--- config.mk ---
export PLATFORM = sky130hd
export DESIGN_NAME = branch_seq
export DESIGN_NICKNAME = d
export VERILOG_FILES = /design/src/rtl/branch_seq.sv
export SDC_FILE = /design/constraint.sdc
export NUM_CORES = 1
export LEC_CHECK = 0
export CAP_MARGIN = 30
export CORE_ASPECT_RATIO = 1.75
export CORE_MARGIN = 10
export CORE_UTILIZATION = 34
export DETAILED_ROUTE_END_ITERATION = 10
export PLACE_DENSITY = 0.72
export SETUP_SLACK_MARGIN = 0.3
export SKIP_LAST_GASP = 1
export SYNTH_ARGS = -nofsm -noshare
export SYNTH_HDL_FRONTEND = slang
export SYNTH_SLANG_ARGS = --single-unit
--- constraint.sdc ---
create_clock -name clock -period 4.9 [get_ports clock]
set_clock_uncertainty 0.2 [all_clocks]
set_input_delay 0.49 -clock clock [delete_from_list [all_inputs] [get_ports clock]]
set_output_delay 0.49 -clock clock [all_outputs]
set_load 0.1 [all_outputs]
--- src/rtl/branch_seq.sv ---
// branch_seq: control sequencer for a conditional branch (steps T3..T6) with a taken-branch counter.
// Define BRANCH_SEQ_EARLY_EXIT_EN to retire not-taken branches directly from T3.
module branch_seq (
    input  logic        clock,
    input  logic        clear_n,
    input  logic        start,
    input  logic        hold,
    input  logic        con_ff,
    output logic        gra,
    output logic        r_out,
    output logic        con_en,
    output logic        pc_out,
    output logic        y_in,
    output logic        c_out,
    output logic        alu_add,
    output logic        z_in,
    output logic        zlow_out,
    output logic        pc_in,
    output logic        busy,
    output logic        done,
    output logic        con_q,
    output logic [15:0] taken_cnt
);
    typedef enum logic [2:0] {IDLE, T3, T4, T5, T6, DONE} seqState;
    seqState state, nextState;

    always_comb begin
        nextState = state;
        if (!hold)
            case (state)
                IDLE:    nextState = start ? T3 : IDLE;
`ifdef BRANCH_SEQ_EARLY_EXIT_EN
                T3:      nextState = con_ff ? T4 : DONE;
`else
                T3:      nextState = T4;
`endif
                T4:      nextState = T5;
                T5:      nextState = T6;
                T6:      nextState = DONE;
                default: nextState = IDLE;
            endcase
    end

    always_ff @(posedge clock or negedge clear_n) begin
        if (!clear_n) begin
            state     <= IDLE;
            con_q     <= 1'b0;
            taken_cnt <= 16'd0;
        end else begin
            state <= nextState;
            if (state == T3 && !hold)
                con_q <= con_ff;
            // counter wraps naturally at 16 bits
            if (state == T6 && !hold && con_q)
                taken_cnt <= taken_cnt + 16'd1;
        end
    end

    assign gra      = state == T3;
    assign r_out    = state == T3;
    assign con_en   = state == T3;
    assign pc_out   = state == T4;
    assign y_in     = state == T4;
    assign c_out    = state == T5;
    assign alu_add  = state == T5;
    assign z_in     = state == T5;
    assign zlow_out = state == T6;
    assign pc_in    = state == T6 && con_q;
    assign busy     = state == T3 || state == T4 || state == T5 || state == T6;
    assign done     = state == DONE;
endmodule

Figure 1. Sequential cells grouped by signal name (run 1).
Scale bar: 20 um.
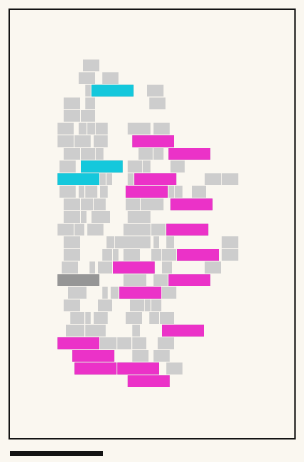
magenta -> taken_cnt  # flops 16
cyan -> state  # flops 3
sequential share of cell area: 36.6%
Sequential Area: 500 um2
share of the core filled with cells: 47.3%

Figure 2. PDN straps and rails (run 1).
Scale bar: 20 um. Pins as bars on the die edge. Tap cells in grey.
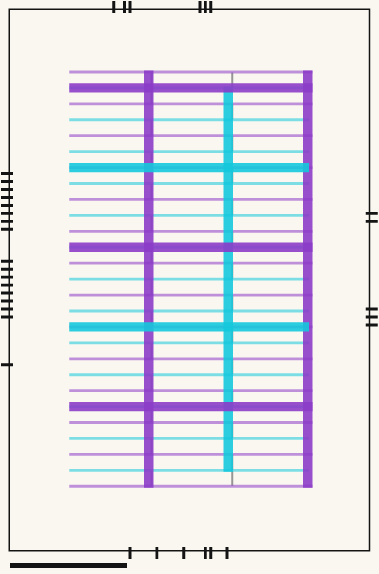
purple -> VSS
cyan -> VDD
met4 straps = 3
tap cells = 28
die boundary width: 61.2 um
Core ar.: 0.00290 mm2
Die Ht: 92.2 um

Figure 3. Cell density map (run 1).
Scale bar: 20 um. 6 x 9 tiles, from white (low) to dark blue (high), 0 to 100% covered.
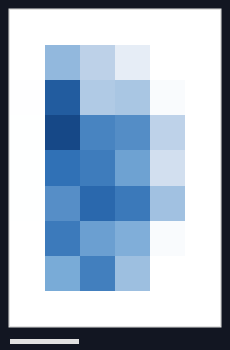
mean over tiles = 24%
fullest tile = 90%
emptiest ninth of the die = upper right
tiles over 75% full = 5.6%
starting density of the core: 35.0%

Figure 4. Placed standard cells (run 1).
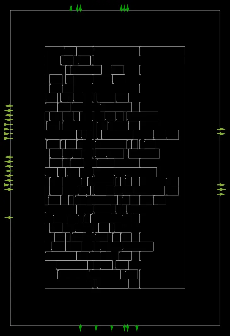
row count: 26
non-filler cells in the finished layout: 147

==> results.toml, run 1 <==
# flow metrics
[global_routing]
grt.busiest_layer = "met2"
number_of_antenna_violations_at_the_first_check_in_global_routing = 0
grt_max_degree = 21
grt_use_met2_pct = 14.2
groute.usage.overall_pct = 8.60
grt_pass1_wl_mm = 3.84
met3_usage_pct = 5.25
grt_pass1_vias = 822
grt_util_met1_pct = 8.90
grt.overflow.total = 0

[clock_network]
clock_tree.htree_level_count = 1
clock.latency.late_pin_ns = 0.25
clock_path_buffers = 2
post_cts.repair.setup_buffers = 0
postCtsHoldBufs = 0
postCtsResizedCells = 0
tritoncts_clock_tree = "built"
cts_made_buffers = 3
clockRootBuffer = "clkbuf_8"
clock_sinks = 20
worst_setup_hold_path_clk_slew_ns = 0.07

[synth]
synthesis.instances = 90
flop_cell = "dfrtp_1"
synthMostInstantiatedCell = "dfrtp_1"
yosysTopAreaCell = "dfrtp_1"
post_synth_main_area_contributors = "dfrtp_1 49%, xnor2_1 10%, buf_4 3.7%, xor2_1 3.5%, nand2_1 2.6%"
synth.lib_cells_used.distinct = 30
yosys.stat.chipArea_mm2 = 0.00101
yosysWarningCount = 0
commonest_cells_in_the_netlist = "20 x dfrtp_1, 12 x xnor2_1, 7 x nand2_1"
synth_top_area_share_pct = 49.4
synth_area_mm2 = 0.00101
synth_seq_share_pct = 49.4
post_synthesis_average_cell_area_um2 = 11.2
edf_count = 0
asyncSetResetFlopFracSynth_pct = 100
postSynthNetCount = 96
yosys_cells = 90
synth-seq-cells = 20

[final_layout]
antenna-diode-count = 0
fillers = 266
largest_registers = "taken_cnt x16, state x3, con_q x1"
largest_register_ff_count = 16
number_of_nets_in_the_layout = 126
regMostFlops = "taken_cnt"
layout_top_cells_excl_fill_tap = "33 x clkdlybuf4s50_1, 20 x dfrtp_1, 12 x xnor2_1, 7 x nand2_1, 5 x nand3_1"
syn2layout_area_growth_pct = 35.2
lay_top_count = "clkdlybuf4s50_1"
final_layout_size_suffix_gt1_share_pct = 7.56
post-route-cell-area_mm2 = 0.00137

[worst_setup_path]
cp_cell_sequence = "nand4bb_1, inv_1, clkdlybuf4s50_1"
r2r.worst_path.cells = 4
worst_ep_arrival_time_ns = 2.49
timing.reg2reg.setup_slack_ns = 2.93
rr_endpoint = "taken_cnt[15]"
worst-path-max-fanout = 11
crit_required_ns = 4.21
worst_path_largest_cell_delay_ns = 1.15
worstSetupStartpointType = "flip-flop"
setup.worst_path.start = "state[2]"
worstSetupEndpoint = "pc_in"
endpoint_kind = "primary output"
critical_path.reg2reg.startpoint = "state[2]"
critPathSlowestCell = "clkdlybuf4s50_1"
timing.setup.critical_path_class = "flip-flop to primary output"

[flow_run]
stage_log_warnings = 26
drv_cap = 0

[die]
die_area_mm2 = 0.00565
io_pins = 34

[timing]
timing.setup.tns_ns = 0
timing.final.crit_share_pct = 64.9
transition_time_at_the_pin_with_the_least_slew_margin_ns = 0.994
finalSetupViolations = 0
rsz_0062_raised_after_global_routing = "no"
fin_ws_ns = 1.72
maxSlewHeadroom_pct = 33.5
hold_viol = 0
slew_violations = 0
highest_clock_rate_mhz = 314
period_minus_slack_ns = 3.18
fin_worst_hold_slack_ns = 0.274

[detailed_routing]
dr.first_iter.drc_count = 12
met2WireLength_mm = 1.19
drtPass1Iterations = 4
ant_nets = 0
avgRoutedWirePerCell_um = 15.4
highest-signal-layer = "met4"
route.detailed.vias_per_inst = 5.11
drc = 0
vias = 751
detailroute.wirelength.met3_um = 272
finalWirelength_mm = 2.26
routedLengthMet1_um = 785

[placement]
detailed_place.area_mm2 = 0.00131
port_buffers = 33
hpwl_mm = 1.83
gp_congestion = 0.708
dp.cells = 143
pre_cts_setup_slack_ns = 2.01

[outcome]
status = "complete, no violations"

[min_path]
hold_path_end = "taken_cnt[15]"
timing.hold.worst_path_depth = 1
timing.hold.worst.start = "taken_cnt[15]"
worstHoldPathType = "flip-flop to flip-flop"
-- run 1: final cells by class --
cell class	count	area (um2)	area share, %
Clock buffer	4	55.1	4.02
Inverter	2	7.51	0.548
Multi-Input combinational cell	60	440	32.2
Sequential cell	20	500	36.6
Tap cell	28	35.0	2.56
Timing Repair Buffer	33	330	24.1
-- run 1: cells by family (layout without fill, tap and decap cells) --
kind of cell    after synthesis  in the layout  synth area share [%]
compound gates                5              5                  3.09
flops                        20             20                  49.4
buf+inv                      10             39                  7.05
mux                           2              2                  2.22
xor+xnor                     16             16                  13.8
fa+ha+maj                     1              1                  1.24
simple gates                 36             36                  23.1
-- run 1: critical path, delay by kind of cell, from the launching register on --
family	cells	cell delay [ns]
simple gates	1	0.42
buf+inv	2	1.29
flops	1	0.52
Figure 5. Nets reached from selected ports (run 1).
Scale bar: 20 um.
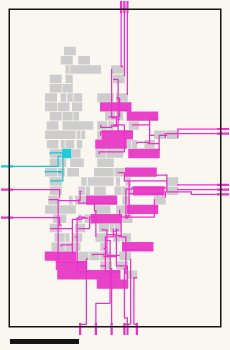

==> run 2: changes to the inputs <==
clock period = 3 ns   (was 4.9 ns; I/O delays follow)
Figure 6. Nets reached from selected ports (run 2).
Scale bar: 20 um.
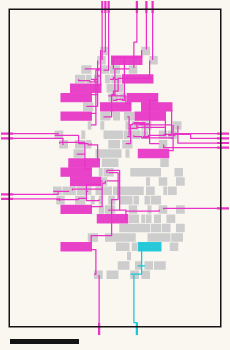
cyan -> con_en  # bits 1, direction output, edge bottom, end cells 1, buffers 1, wire 27.7 um
magenta -> taken_cnt  # bits 16, direction output, edge 6 top, 5 right, 4 left, 1 bottom, end cells 16, buffers 16, wire 666 um
Port Buffers: 33
number of I/O pins: 34

Figure 7. Cell density map (run 2).
Scale bar: 20 um. 6 x 9 tiles, from white (low) to dark blue (high), 0 to 100% covered.
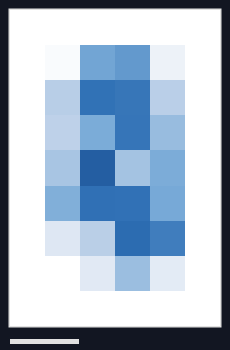
tiles over 75% full = 3.7%
mean over tiles = 23%
densest ninth of the die = centre
nearly empty tiles = 50%
fullest tile = 81%
share of the core filled with cells: 45.1%

==> results.toml, run 2 <==
# flow metrics
[worst_setup_path]
worst-path-max-fanout = 11
timing.setup.critical_path_class = "flip-flop to primary output"
worstSetupStartpointType = "flip-flop"
endpoint_kind = "primary output"
worst_ep_arrival_time_ns = 1.77
crit_required_ns = 2.50

[detailed_routing]
drc = 0
dr.first_iter.drc_count = 17
highest-signal-layer = "met4"
route.detailed.vias_per_inst = 5.20
avgRoutedWirePerCell_um = 14.9
routedLengthMet1_um = 770
finalWirelength_mm = 2.18
met2WireLength_mm = 1.10
vias = 759
ant_nets = 0
detailroute.wirelength.met3_um = 262
drtPass1Iterations = 3

[die]
floorplan.core_util_pct = 35.0
core-area_mm2 = 0.00290
tapcell.inserted = 28
die_width_um = 61.2
rows = 26
die_area_mm2 = 0.00565
dieHeight_um = 92.2

[synth]
flop_cell = "dfrtp_1"
adder_share_pct = 1.24
synth_area_mm2 = 0.00101
edf_count = 0
synthMostInstantiatedCell = "dfrtp_1"
post_synthesis_average_cell_area_um2 = 11.2
synth_simple_gate_area_share_pct = 23.1
synth_top_area_share_pct = 49.4
synth.lib_cells_used.distinct = 30
synthXorXnorAreaFrac_pct = 13.8
synth-seq-cells = 20
synth_seq_share_pct = 49.4
yosysTopAreaCell = "dfrtp_1"
commonest_cells_in_the_netlist = "20 x dfrtp_1, 12 x xnor2_1, 7 x nand2_1"
synthesis.instances = 90
largest_family_of_logic_cells_by_area = "simple AND/OR/NAND/NOR gates"
synth.cellmix.compoundShare_pct = 3.09
yosys_cells = 90
asyncSetResetFlopFracSynth_pct = 100
yosysWarningCount = 0
post_synth_main_area_contributors = "dfrtp_1 49%, xnor2_1 10%, buf_4 3.7%, xor2_1 3.5%, nand2_1 2.6%"
postSynthNetCount = 96
synth.area.mux_share_pct = 2.22
yosys.stat.chipArea_mm2 = 0.00101

[timing]
highest_clock_rate_mhz = 441
fin_ws_ns = 0.732
period_minus_slack_ns = 2.27
maxSlewHeadroom_pct = 40.6
timing.final.crit_share_pct = 75.6
slew_violations = 0
fin_worst_hold_slack_ns = 0.291
finalSetupViolations = 0
hold_viol = 0
transition_time_at_the_pin_with_the_least_slew_margin_ns = 0.888
timing.setup.tns_ns = 0
rsz_0062_raised_after_global_routing = "no"

[final_layout]
n_multi_input_combinational_cell = 60
largest_register_ff_count = 16
regMostFlops = "taken_cnt"
biggestCellCategory = "sequential cells"
post-route-cell-area_mm2 = 0.00131
n_clock_buffer = 3
number_of_nets_in_the_layout = 126
comb-cell-share_pct = 35.5
seq-cell-share_pct = 38.4
inverters = 2
largest_registers = "taken_cnt x16, state x3, con_q x1"
non_clock_buffer_share_of_cell_area_pct = 19.8
final-comb-area_um2 = 463
lay_top_count = "buf_4"
layout_top_cells_excl_fill_tap = "29 x buf_4, 20 x dfrtp_1, 12 x xnor2_1, 7 x nand2_1, 5 x nand3_1"
final-instance-count-excl-fill = 146
final-clk-cell-share_pct = 3.16
final.signal_buffer_count = 33
numSequentialCells = 20
fillers = 287
final_layout_size_suffix_gt1_share_pct = 33.1
area.sequential_um2 = 500
antenna-diode-count = 0
syn2layout_area_growth_pct = 28.9

[placement]
gp_congestion = 0.791
pre_cts_setup_slack_ns = 0.861
detailed_place.area_mm2 = 0.00126
hpwl_mm = 1.75
dp.cells = 143

[clock_network]
postCtsHoldBufs = 0
clock_sinks = 20
clock.latency.late_pin_ns = 0.25
clock_path_buffers = 2
post_cts.repair.setup_buffers = 0
clockRootBuffer = "clkbuf_8"
clock_tree.htree_level_count = 1
tritoncts_clock_tree = "built"
postCtsResizedCells = 0
worst_setup_hold_path_clk_slew_ns = 0.07
cts_made_buffers = 3

[flow_run]
drv_cap = 0
stage_log_warnings = 27

[global_routing]
met3_usage_pct = 3.87
grt_max_degree = 21
grt_util_met1_pct = 8.51
grt_pass1_vias = 791
grt_pass1_wl_mm = 3.75
grt.busiest_layer = "met2"
number_of_antenna_violations_at_the_first_check_in_global_routing = 0
grt_use_met2_pct = 13.8
grt.overflow.total = 0
groute.usage.overall_pct = 8.56

[min_path]
worstHoldPathType = "flip-flop to flip-flop"

[outcome]
status = "complete, no violations"
Figure 8. PDN straps and rails (run 2).
Scale bar: 20 um. Pins as bars on the die edge. Tap cells in grey.
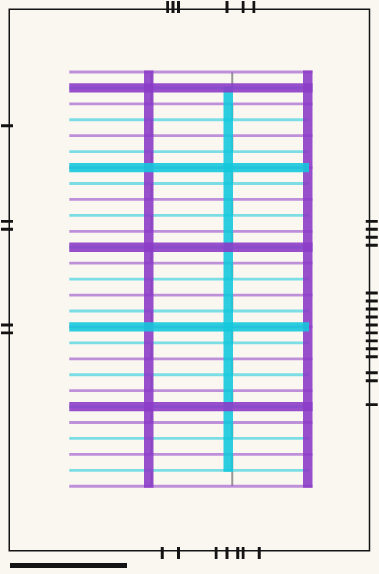
cyan -> VDD
purple -> VSS
met4 straps = 3
tap cells = 28
met5 straps = 5

## run 2: cell count changes in the layout (fill, tap and decap cells not counted), sizes merged
| cell | delta |
|---|---|
| clkbuf | -1 |
| buf | +29 |
| clkdlybuf4s50 | -29 |
## run 2: worst paths after layout
path / slack [ns] / start / end / cells past startpoint
worst max-delay path: 0.73 / state[2] / pc_in / 3
worst min-delay path: 0.29 / taken_cnt[15] / taken_cnt[15] / 1
worst max register to register: 0.88 / state[2] / taken_cnt[1] / 3
worst min register to register: 0.29 / taken_cnt[15] / taken_cnt[15] / 1
max in group asynchronous: 1.71 / clear_n / taken_cnt[12] / 1
min in group asynchronous: 0.35 / clear_n / state[1] / 1
## run 2: critical path, cell delays in order (launching register included)
cell and delay, ns:
dfrtp_1 0.59, nand4bb_1 0.47, inv_1 0.15, buf_4 0.30
